--- src/rtl/csi2tx_rawn_p2b_if.sv ---
// csi2tx_rawn_p2b_if: pixel-in / packed-word-out stream bundle for the RAWn packer
//   pixel_data/pixel_vld/pixel_last/pixel_rdy : sensor-side pixel stream
//   dw/dw_vld/dw_rdy/dw_last/dw_byte_cnt      : packet-builder-side word stream
//   master modport : the packer itself
//   slave modport  : the surrounding pixel source and word sink
interface csi2tx_rawn_p2b_if #(
    parameter int PIX_W_MAX = 8,
    parameter int DW_W      = 32,
    parameter int BC_W      = 3
);
    logic [PIX_W_MAX-1:0] pixel_data;
    logic                 pixel_vld;
    logic                 pixel_last;
    logic                 pixel_rdy;
    logic [DW_W-1:0]      dw;
    logic                 dw_vld;
    logic                 dw_rdy;
    logic                 dw_last;
    logic [BC_W-1:0]      dw_byte_cnt;
    modport master (
        input  pixel_data, pixel_vld, pixel_last, dw_rdy,
        output pixel_rdy, dw, dw_vld, dw_last, dw_byte_cnt
    );
    modport slave (
        output pixel_data, pixel_vld, pixel_last, dw_rdy,
        input  pixel_rdy, dw, dw_vld, dw_last, dw_byte_cnt
    );
endinterface

--- src/rtl/csi2tx_rawn_p2b.sv ---
// csi2tx_rawn_p2b: packs RAW6/7/8-style pixels LSB-first into DW_W-bit words
//   clk       : block clock
//   rst_n     : synchronous active-low reset
//   conv_en   : low clears the packer exactly like reset
//   pix_width : pixel width 1..PIX_W_MAX, latched on the first pixel of each line
//   bus       : pixel input and packed-word output streams (master side)
module csi2tx_rawn_p2b #(
    parameter int PIX_W_MAX = 8,
    parameter int DW_W      = 32,
    parameter int BC_W      = 3
) (
    input  logic                  clk,
    input  logic                  rst_n,
    input  logic                  conv_en,
    input  logic [3:0]            pix_width,
    csi2tx_rawn_p2b_if.master     bus
);
    localparam int AW = DW_W + PIX_W_MAX;
    localparam int FW = $clog2(AW + 1);
    localparam logic [0:0] ACCUM = 1'b0;
    localparam logic [0:0] FLUSH = 1'b1;

    logic [0:0]           state;
    logic [AW-1:0]        acc, acc_m;
    logic [FW-1:0]        fill, fill_m;
    logic [3:0]           wreg, w_eff;
    logic                 line_open, run;
    logic                 slot_free, full, move, take;
    logic [PIX_W_MAX-1:0] pix_m;

    // run keeps pixel_rdy low for the cycle right after a clear
    always_comb begin
        slot_free     = !bus.dw_vld || bus.dw_rdy;
        full          = fill >= FW'(DW_W);
        move          = state == ACCUM && full && slot_free;
        bus.pixel_rdy = run && state == ACCUM && (!full || slot_free);
        take          = bus.pixel_vld && bus.pixel_rdy;
        w_eff         = line_open ? wreg : pix_width;
        for (int i = 0; i < PIX_W_MAX; i++)
            pix_m[i] = bus.pixel_data[i] & (i < int'(w_eff));
        acc_m         = move ? acc >> DW_W : acc;
        fill_m        = move ? fill - FW'(DW_W) : fill;
    end

    always_ff @(posedge clk) begin
        if (!rst_n || !conv_en) begin
            state           <= ACCUM;
            acc             <= '0;
            fill            <= '0;
            wreg            <= '0;
            line_open       <= 1'b0;
            run             <= 1'b0;
            bus.dw          <= '0;
            bus.dw_vld      <= 1'b0;
            bus.dw_last     <= 1'b0;
            bus.dw_byte_cnt <= '0;
        end else begin
            run <= 1'b1;
            if (bus.dw_rdy)
                bus.dw_vld <= 1'b0;
            if (state == ACCUM) begin
                // new pixel lands above whatever remains after this cycle's word move
                acc  <= take ? acc_m | (AW'(pix_m) << fill_m) : acc_m;
                fill <= take ? fill_m + FW'(w_eff) : fill_m;
                if (take) begin
                    line_open <= 1'b1;
                    if (!line_open)
                        wreg <= pix_width;
                    if (bus.pixel_last)
                        state <= FLUSH;
                end
                if (move) begin
                    bus.dw          <= acc[DW_W-1:0];
                    bus.dw_vld      <= 1'b1;
                    bus.dw_last     <= 1'b0;
                    bus.dw_byte_cnt <= BC_W'(DW_W / 8);
                end
            end else if (slot_free) begin
                // bits above fill are always zero, so the tail word is already padded
                bus.dw     <= acc[DW_W-1:0];
                bus.dw_vld <= 1'b1;
                if (fill > FW'(DW_W)) begin
                    acc             <= acc >> DW_W;
                    fill            <= fill - FW'(DW_W);
                    bus.dw_last     <= 1'b0;
                    bus.dw_byte_cnt <= BC_W'(DW_W / 8);
                end else begin
                    acc             <= '0;
                    fill            <= '0;
                    line_open       <= 1'b0;
                    state           <= ACCUM;
                    bus.dw_last     <= 1'b1;
                    bus.dw_byte_cnt <= BC_W'((fill + FW'(7)) >> 3);
                end
            end
        end
    end
endmodule

--- src/flat_wrapper.sv ---
// flat-port wrapper written by rule: the top's interface ports become plain ports
module csi2tx_rawn_p2b_flat 
#(
    parameter int PIX_W_MAX = 8,
    parameter int DW_W      = 32,
    parameter int BC_W      = 3
)
  (clk, rst_n, conv_en, pix_width, bus_pixel_data, bus_pixel_vld, bus_pixel_last, bus_dw_rdy, bus_pixel_rdy, bus_dw, bus_dw_vld, bus_dw_last, bus_dw_byte_cnt);
  csi2tx_rawn_p2b_if #(.PIX_W_MAX(PIX_W_MAX), .DW_W(DW_W), .BC_W(BC_W)) bus_i ();
  input  logic clk;
  input  logic rst_n;
  input  logic conv_en;
  input  logic [3:0] pix_width;
  input wire logic [$bits(bus_i.pixel_data)-1:0] bus_pixel_data;
  input wire logic [$bits(bus_i.pixel_vld)-1:0] bus_pixel_vld;
  input wire logic [$bits(bus_i.pixel_last)-1:0] bus_pixel_last;
  input wire logic [$bits(bus_i.dw_rdy)-1:0] bus_dw_rdy;
  output wire logic [$bits(bus_i.pixel_rdy)-1:0] bus_pixel_rdy;
  output wire logic [$bits(bus_i.dw)-1:0] bus_dw;
  output wire logic [$bits(bus_i.dw_vld)-1:0] bus_dw_vld;
  output wire logic [$bits(bus_i.dw_last)-1:0] bus_dw_last;
  output wire logic [$bits(bus_i.dw_byte_cnt)-1:0] bus_dw_byte_cnt;
  assign bus_i.pixel_data = bus_pixel_data;
  assign bus_i.pixel_vld = bus_pixel_vld;
  assign bus_i.pixel_last = bus_pixel_last;
  assign bus_i.dw_rdy = bus_dw_rdy;
  assign bus_pixel_rdy = bus_i.pixel_rdy;
  assign bus_dw = bus_i.dw;
  assign bus_dw_vld = bus_i.dw_vld;
  assign bus_dw_last = bus_i.dw_last;
  assign bus_dw_byte_cnt = bus_i.dw_byte_cnt;
  csi2tx_rawn_p2b #(.PIX_W_MAX(PIX_W_MAX), .DW_W(DW_W), .BC_W(BC_W)) u_core (.clk(clk), .rst_n(rst_n), .conv_en(conv_en), .pix_width(pix_width), .bus(bus_i));
endmodule
--- config.mk ---
export PLATFORM = sky130hd
export DESIGN_NAME = csi2tx_rawn_p2b_flat
export DESIGN_NICKNAME = d
export VERILOG_FILES = /design/src/rtl/csi2tx_rawn_p2b_if.sv /design/src/rtl/csi2tx_rawn_p2b.sv /design/src/flat_wrapper.sv
export SDC_FILE = /design/constraint.sdc
export NUM_CORES = 1
export LEC_CHECK = 0
export CAP_MARGIN = 25
export CORE_MARGIN = 3
export CORE_UTILIZATION = 55
export CTS_BUF_LIST = sky130_fd_sc_hd__clkbuf_8
export DETAILED_ROUTE_END_ITERATION = 12
export PLACE_DENSITY = 0.89
export SETUP_SLACK_MARGIN = 0.15
export SKIP_LAST_GASP = 1
export SYNTH_ARGS = -nofsm -noshare
export SYNTH_HDL_FRONTEND = slang
export SYNTH_SLANG_ARGS = --single-unit
--- constraint.sdc ---
create_clock -name clk -period 2.35 [get_ports clk]
set_clock_uncertainty 0.15 [all_clocks]
set_input_delay 0.47 -clock clk [delete_from_list [all_inputs] [get_ports clk]]
set_output_delay 0.47 -clock clk [all_outputs]
set_load 0.05 [all_outputs]
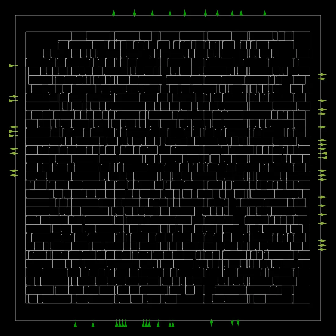
*Placed standard cells, run 1*
placeable core region: 7447 sq um
Final Core Density: 0.8065
Layout Cells excl Fill: 738
FP Rows: 31
flip-flop and latch count: 90

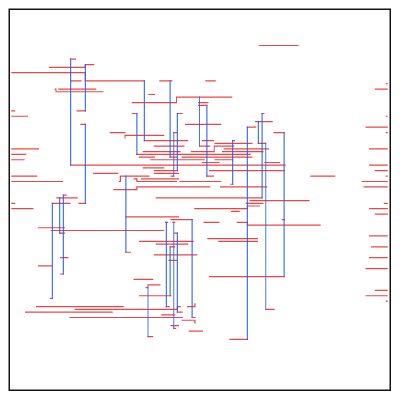
*Routed metal, one colour a layer, run 1*
Scale: 4 px per micron. Only two layers are drawn.
[metal 3] red | wire length: 978 microns
[metal 4] blue | wire length: 513 microns
drt total wl: 13.93 mm
total track usage: 0.2950
Vias: 4501
Wirelength per Cell: 18.88 microns

==> results_dict.tcl, run 1 <==
# implementation run metrics
set metrics [dict create \
    outcome "finished clean" \
    min_path_cells 2 \
    most_common_cell "nand2_1" \
    dominant_cells "logic gates" \
    clockBufferDepth 2 \
    worstSetupPathType "flop to flop" \
    dr.pass1.iters 5 \
    yosysWarnings 0 \
    met2_usage 0.4991 \
    cts.sinks 90 \
    fillCellCount 471 \
    nets 657 \
    dp_slack_ns -0.5295 \
    setup_viol 0 \
    dr_wl_met3_microns 977 \
    num-nonclk-buffers 134 \
    ys_sh_aoi 0.2565 \
    r2r-end "u_core.acc[19]" \
    timing_hold_violations_final 0 \
    p_seq_mw 1.54 \
    grt.overflow.total 0 \
    yosys-dominant-comb-family "AND-OR/OR-AND gates" \
    top_regs "u_core.acc: 40 flops, u_core.bus.dw: 32 flops, u_core.fill: 6 flops" \
    n_all_inverters 10 \
    crit_buf_inv 3 \
    fin_tns_setup_ns 0 \
    grt_use_met1 0.3630 \
    p_leak_nw 2.074 \
    clkCellAreaFrac 0.03479 \
    drc_errors 0 \
    yosys.stat.seqShare 0.4145 \
    comb.multi_input.count 389 \
    synth-xor-area-share 0.006045 \
    synthDominantCellAreaShare 0.4145 \
    place_area_sq_um 5423 \
    regMostFlops "u_core.acc" \
    critPathLaunch "u_core.line_open" \
    lay_top_count "nand2_1" \
    wl_met2_mm 6.792 \
    slew_viol_final 0 \
    cts.repair.resized 22 \
    regArea_sq_um 1815 \
    drive_gt1_frac 0.2551 \
    place_hpwl_mm 9.602 \
    yosysTopAreaCell "dfxtp_1" \
    worst-path-stages 9 \
    comb-cell-share 0.4327 \
    htreeDepth 3 \
    antenna_found_initial 0 \
    power.switching_mw 0.8106 \
    simple_gate_share 0.2412 \
    yosysCellCount 524 \
    synth_cell_types 78 \
    p_per_area_nw_per_um2 502.3 \
    slowest_stage "dfxtp_4" \
    power_frac_seq 0.509 \
    arrival_ns 2.38 \
    drt-initial-drc-count 394 \
    ff_type "dfxtp_1" \
    peakVddDrop_mv 0.3126 \
    fp_nets 547 \
    slew_headroom 0.5601 \
    internal-power_mw 2.206 \
    power.group.top "sequential cells" \
    top_cells_by_area "dfxtp_1, nand2_1, a21oi_1" \
    ys_area_sq_um 4347 \
    p_comb_frac 0.123 \
    async_flop_share 0 \
    combGateArea_sq_um 2599 \
    whs_ns 0.3018 \
    cp.required_ns 2.45 \
    die_x_microns 94.90 \
    r2r_start "u_core.line_open" \
    gr-max-usage-layer "met2" \
    postRouteAntennaNets 0 \
    total_power_mw 3.017 \
    fp_util 0.5837 \
    diodes 0 \
    num_io_pins 56 \
    cts_buffers 9 \
    cpMostUsedCell "buf_4" \
    worstSkewPairLatency_ns 0.37 \
    synth-edff-count 0 \
    cap_violations 0 \
    syn_to_final_growth_pct 38.17 \
    nonClkBufAreaFrac 0.2033 \
    cp_max_fo 6 \
    final.clkbuf_count 9 \
    avgSynthCellArea_sq_um 8.295 \
    rsz0062_at_grt "yes" \
    largest_reg_flops 40 \
    grt_start_max_net_pins 34 \
    fmax_mhz 438.8 \
    post_cts_buffers 4 \
    postLayoutCellArea_sq_um 6006 \
    top_cells_by_count "nand2_1, dfxtp_1, a21oi_1" \
    worst_pin_slew_ns 0.6599 \
    ys_sh_adder 0.01612 \
    grt_pass1_vias 4183 \
    cp-end-kind "flop" \
    use_met3 0.06534 \
    crit_family "AND-OR/OR-AND gates" \
    worst_slack_ns 0.07094 \
    vias_per_cell 6.099 \
    period_minus_slack_ns 2.279 \
    synth-seq-cells 90 \
    worstHoldPathType "flop to flop" \
    cts_tree "built" \
    critical_path.cell_chain "buf_6, nor4_2, nand2_1, a41oi_2, buf_4, o31ai_4, buf_4, a222oi_1, nor2_1" \
    grt_pass1_wl_mm 20.64 \
    seq_share 0.3023 \
    syn_inst 524 \
    io_buffers 55 \
    wirelength_met1_mm 5.648 \
    top_layer "met4" \
    start_kind "flop" \
    crit_end "u_core.acc[19]" \
    reg2reg_setup_slack_ns 0.07 \
    routabilityCongestion 0.9659 \
    clockRootBuffer "clkbuf_8" \
    mux_area_frac 0.02073 \
    pwr-share-clk 0.368 \
    clkTransAtPathRegs_ns 0.10 \
    comb_power_mw 0.370 \
    netlist_area_sq_um 4347 \
    tool_warnings 28 \
    holdPathEnd "u_core.acc[11]" \
    r2r.worst_path.cells 9 \
    postCtsHoldBufs 0 \
    nWellTaps 99 \
    dp.cells 709 \
    power_clock_mw 1.11 \
    hold_start "u_core.acc[11]" \
    cp_slowest_stage_delay_ns 0.39 \
    die_y_microns 94.90 \
    die-area_sq_um 9006 \
]
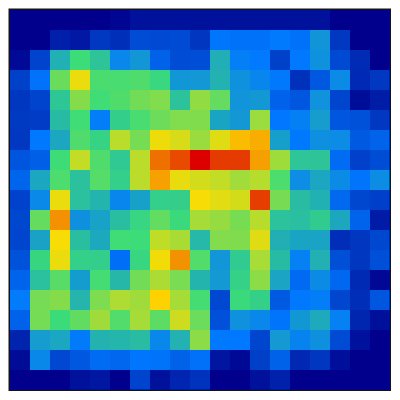
*Routed metal per tile, run 1*
Scale: 4 px per micron. 19 x 19 tiles, from dark blue (low) to red (high), scaled to the fullest tile. Values are wire area over tile area, all layers added.
nearly empty tiles: 8.3%
fullest tile: 0.76
densest ninth of the die: centre
mean over tiles: 0.26
tiles over half the peak: 27%

### Sequential cells grouped by signal name, run 1

Scale: 6 px per micron.
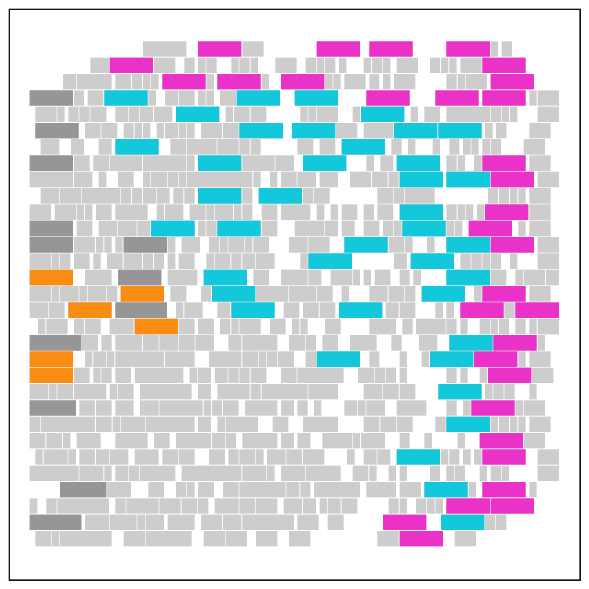

==> run 2: changes to the inputs <==
==> constraint.sdc (replaced) <==
create_clock -name clk -period 2.2 [get_ports clk]
set_clock_uncertainty 0.15 [all_clocks]
set_input_delay 0.44 -clock clk [delete_from_list [all_inputs] [get_ports clk]]
set_output_delay 0.44 -clock clk [all_outputs]
set_load 0.05 [all_outputs]
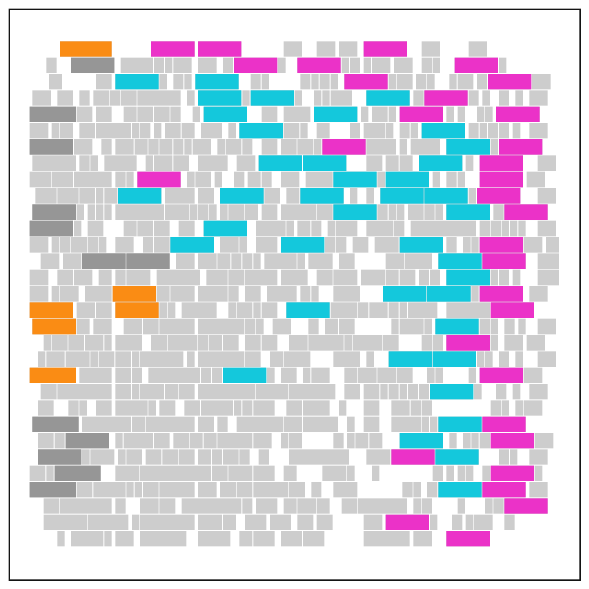
*Sequential cells grouped by signal name, run 2*
Scale: 6 px per micron.
[`u_core.bus.dw`] magenta | flops: 32
[`u_core.acc`] cyan | flops: 40
[`u_core.fill`] orange | flops: 6 | where: west
not coloured: 12
Final Core Density: 0.8259
sequential standard cell area: 1812 sq um
sequential cell area share: 0.2945
sequential power: 1.64 mW

==> results_dict.tcl, run 2 <==
# implementation run metrics
set metrics [dict create \
    hold_start "u_core.acc[14]" \
    flop-count 90 \
    worst-path-stages 7 \
    top_layer "met4" \
    regMostFlops "u_core.acc" \
    drt-initial-drc-count 586 \
    antenna_found_initial 0 \
    pwr-share-clk 0.373 \
    dominant_cells "logic gates" \
    die_y_microns 94.90 \
    fp_nets 547 \
    dp.cells 715 \
    violations "setup timing" \
    ys_sh_aoi 0.2565 \
    cp.required_ns 2.30 \
    fmax_mhz 430.4 \
    dp_slack_ns -0.6620 \
    cap_violations 0 \
    largest_reg_flops 40 \
    power.switching_mw 0.8968 \
    place_area_sq_um 5507 \
    grt.overflow.total 0 \
    r2r_start "u_core.line_open" \
    synth-seq-cells 90 \
    whs_ns 0.3041 \
    tool_warnings 29 \
    power_frac_seq 0.500 \
    cp_max_fo 8 \
    cp-end-kind "flop" \
    lay_top_count "nand2_1" \
    top_cells_by_area "dfxtp_1, nand2_1, a21oi_1" \
    n_all_inverters 10 \
    nets 662 \
    grt_pass1_wl_mm 21.65 \
    htreeDepth 3 \
    slowest_stage "a221oi_2" \
    yosys.stat.seqShare 0.4145 \
    outcome "complete, but fails checks" \
    core_region_area_sq_um 7447 \
    cts.sinks 90 \
    yosysWarnings 0 \
    crit_end "u_core.acc[18]" \
    rsz0062_at_grt "yes" \
    syn_inst 524 \
    num-nonclk-buffers 139 \
    cts.repair.resized 71 \
    die-area_sq_um 9006 \
    postCtsHoldBufs 0 \
    setup_viol 18 \
    fp_util 0.5837 \
    cp_slowest_stage_delay_ns 0.36 \
    internal-power_mw 2.386 \
    met2_usage 0.5332 \
    diodes 0 \
    use_met3 0.04143 \
    fin_tns_setup_ns -0.8794 \
    worstSkewPairLatency_ns 0.36 \
    yosysTopAreaCell "dfxtp_1" \
    mux_area_frac 0.02073 \
    simple_gate_share 0.2412 \
    synth_cell_types 78 \
    num_rows 31 \
    most_common_cell "nand2_1" \
    slew_viol_final 0 \
    holdPathEnd "u_core.acc[14]" \
    dr.pass1.iters 6 \
    clockBufferDepth 2 \
    async_flop_share 0 \
    power.group.top "sequential cells" \
    p_leak_nw 2.299 \
    clkTransAtPathRegs_ns 0.11 \
    comb.multi_input.count 389 \
    avgSynthCellArea_sq_um 8.295 \
    grt_use_met1 0.3904 \
    io_buffers 55 \
    r2r-end "u_core.acc[18]" \
    p_comb_frac 0.127 \
    vias_per_cell 6.144 \
    worst_slack_ns -0.1237 \
    reg2reg_setup_slack_ns -0.12 \
    num_io_pins 56 \
]
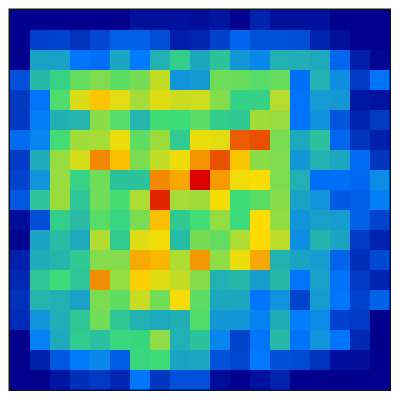
*Routed metal per tile, run 2*
Scale: 4 px per micron. 19 x 19 tiles, from dark blue (low) to red (high), scaled to the fullest tile. Values are wire area over tile area, all layers added.
densest ninth of the die: centre
nearly empty tiles: 8.0%
mean over tiles: 0.26
Wirelength per Cell: 19.17 microns
total track usage: 0.3103
Vias: 4565
drt total wl: 14.25 mm

### Routed metal, one colour a layer, run 2

Scale: 4 px per micron. Only two layers are drawn.
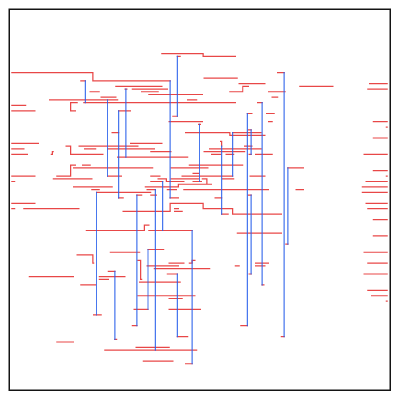

==> run 3: changes to the inputs <==
--- a/config.mk
+++ b/config.mk
@@ -6,10 +6,10 @@
 export NUM_CORES = 1
 export LEC_CHECK = 0
 export CAP_MARGIN = 25
-export CORE_MARGIN = 3
 export CORE_UTILIZATION = 55
 export CTS_BUF_LIST = sky130_fd_sc_hd__clkbuf_8
 export DETAILED_ROUTE_END_ITERATION = 12
+export HOLD_SLACK_MARGIN = 0.1
 export PLACE_DENSITY = 0.89
 export SETUP_SLACK_MARGIN = 0.15
 export SKIP_LAST_GASP = 1
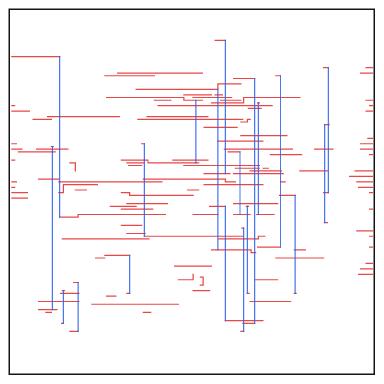
*Routed metal, one colour a layer, run 3*
Scale: 4 px per micron. Only two layers are drawn.
[metal 4] blue | wire length: 527 microns
[metal 3] red | wire length: 911 microns
total track usage: 0.3371
Wirelength per Cell: 18.94 microns
drt total wl: 14.36 mm

==> results_dict.tcl, run 3 <==
# implementation run metrics
set metrics [dict create \
    outcome "complete, but fails checks" \
    violations "setup timing" \
    flop-count 90 \
    nets 674 \
    start_kind "flop" \
    postLayoutCellArea_sq_um 6344 \
    ys_sh_aoi 0.2565 \
    ys_area_sq_um 4347 \
    p_leak_nw 2.374 \
    top_cells_by_count "nand2_1, dfxtp_1, a21oi_1" \
    cpMostUsedCell "inv_2" \
    synth_cell_types 78 \
    slew_viol_final 0 \
    comb.multi_input.count 389 \
    die-area_sq_um 8263 \
    use_met3 0.06061 \
    drt-initial-drc-count 475 \
    gr-max-usage-layer "met2" \
    worst_slack_ns -0.1186 \
    yosysTopAreaCell "dfxtp_1" \
    comb_power_mw 0.442 \
    grt_start_max_net_pins 46 \
    place_hpwl_mm 9.640 \
    core_region_area_sq_um 7687 \
    clkCellAreaFrac 0.03452 \
    top_cells_by_area "dfxtp_1, nand2_1, a21oi_1" \
    worst-path-stages 12 \
    synth-xor-area-share 0.006045 \
    dr_wl_met3_microns 911 \
    slew_headroom 0.4984 \
    comb-cell-share 0.4418 \
    rsz0062_at_grt "yes" \
    fp_nets 547 \
    io_buffers 55 \
    internal-power_mw 2.398 \
    post_cts_buffers 8 \
    crit_family "adder cells" \
    top_regs "u_core.acc: 40 flops, u_core.bus.dw: 32 flops, u_core.fill: 6 flops" \
    die_x_microns 90.90 \
    ff_type "dfxtp_1" \
    arrival_ns 2.43 \
    power.switching_mw 0.9201 \
    synth-edff-count 0 \
    drc_errors 0 \
    crit_end "u_core.fill[4]" \
    yosys.stat.seqShare 0.4145 \
    syn_to_final_growth_pct 45.94 \
    grt.overflow.total 0 \
    n_all_inverters 10 \
    holdPathEnd "u_core.bus.dw[26]" \
    htreeDepth 3 \
    dp_slack_ns -0.7000 \
    num_rows 32 \
    vias_per_cell 6.036 \
    combGateArea_sq_um 2803 \
    cts_tree "built" \
    hold_start "u_core.bus.dw[26]" \
    clockBufferDepth 2 \
    postRouteAntennaNets 0 \
    r2r-end "u_core.fill[4]" \
    fin_tns_setup_ns -0.4246 \
    yosys-dominant-comb-family "AND-OR/OR-AND gates" \
    vias 4575 \
    crit_buf_inv 4 \
    cts_buffers 9 \
    power_clock_mw 1.23 \
    critPathLaunch "u_core.line_open" \
    top_layer "met4" \
    yosysWarnings 0 \
    cp-end-kind "flop" \
    clkTransAtPathRegs_ns 0.10 \
    most_common_cell "nand2_1" \
    mux_area_frac 0.02073 \
    setup_viol 16 \
    cts.repair.resized 90 \
    wl_met2_mm 7.191 \
    num_io_pins 56 \
    slowest_stage "fa_2" \
    regMostFlops "u_core.acc" \
    grt_pass1_wl_mm 22.01 \
    fmax_mhz 431.3 \
    worstSkewPairLatency_ns 0.37 \
    fp_util 0.5654 \
    nWellTaps 102 \
    r2r.worst_path.cells 12 \
    worstHoldPathType "flop to flop" \
    met2_usage 0.5802 \
    worst_pin_slew_ns 0.7524 \
    dp.cells 725 \
    r2r_start "u_core.line_open" \
    postCtsHoldBufs 0 \
    dominant_cells "logic gates" \
    grt_use_met1 0.4148 \
    fin_cells 758 \
    routabilityCongestion 0.9321 \
    cap_violations 0 \
    die_y_microns 90.90 \
    p_seq_mw 1.64 \
    min_path_cells 2 \
]
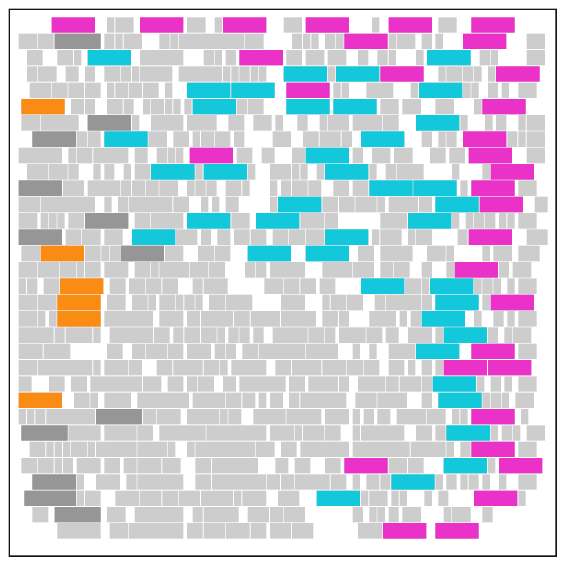
*Sequential cells grouped by signal name, run 3*
Scale: 6 px per micron.
[`u_core.bus.dw`] magenta | flops: 32
[`u_core.acc`] cyan | flops: 40
[`u_core.fill`] orange | flops: 6 | where: west
sequential cell area share: 0.2854
Final Core Density: 0.8252
sequential standard cell area: 1810 sq um

No activity file was given, so power comes from the tool's default toggle rates.
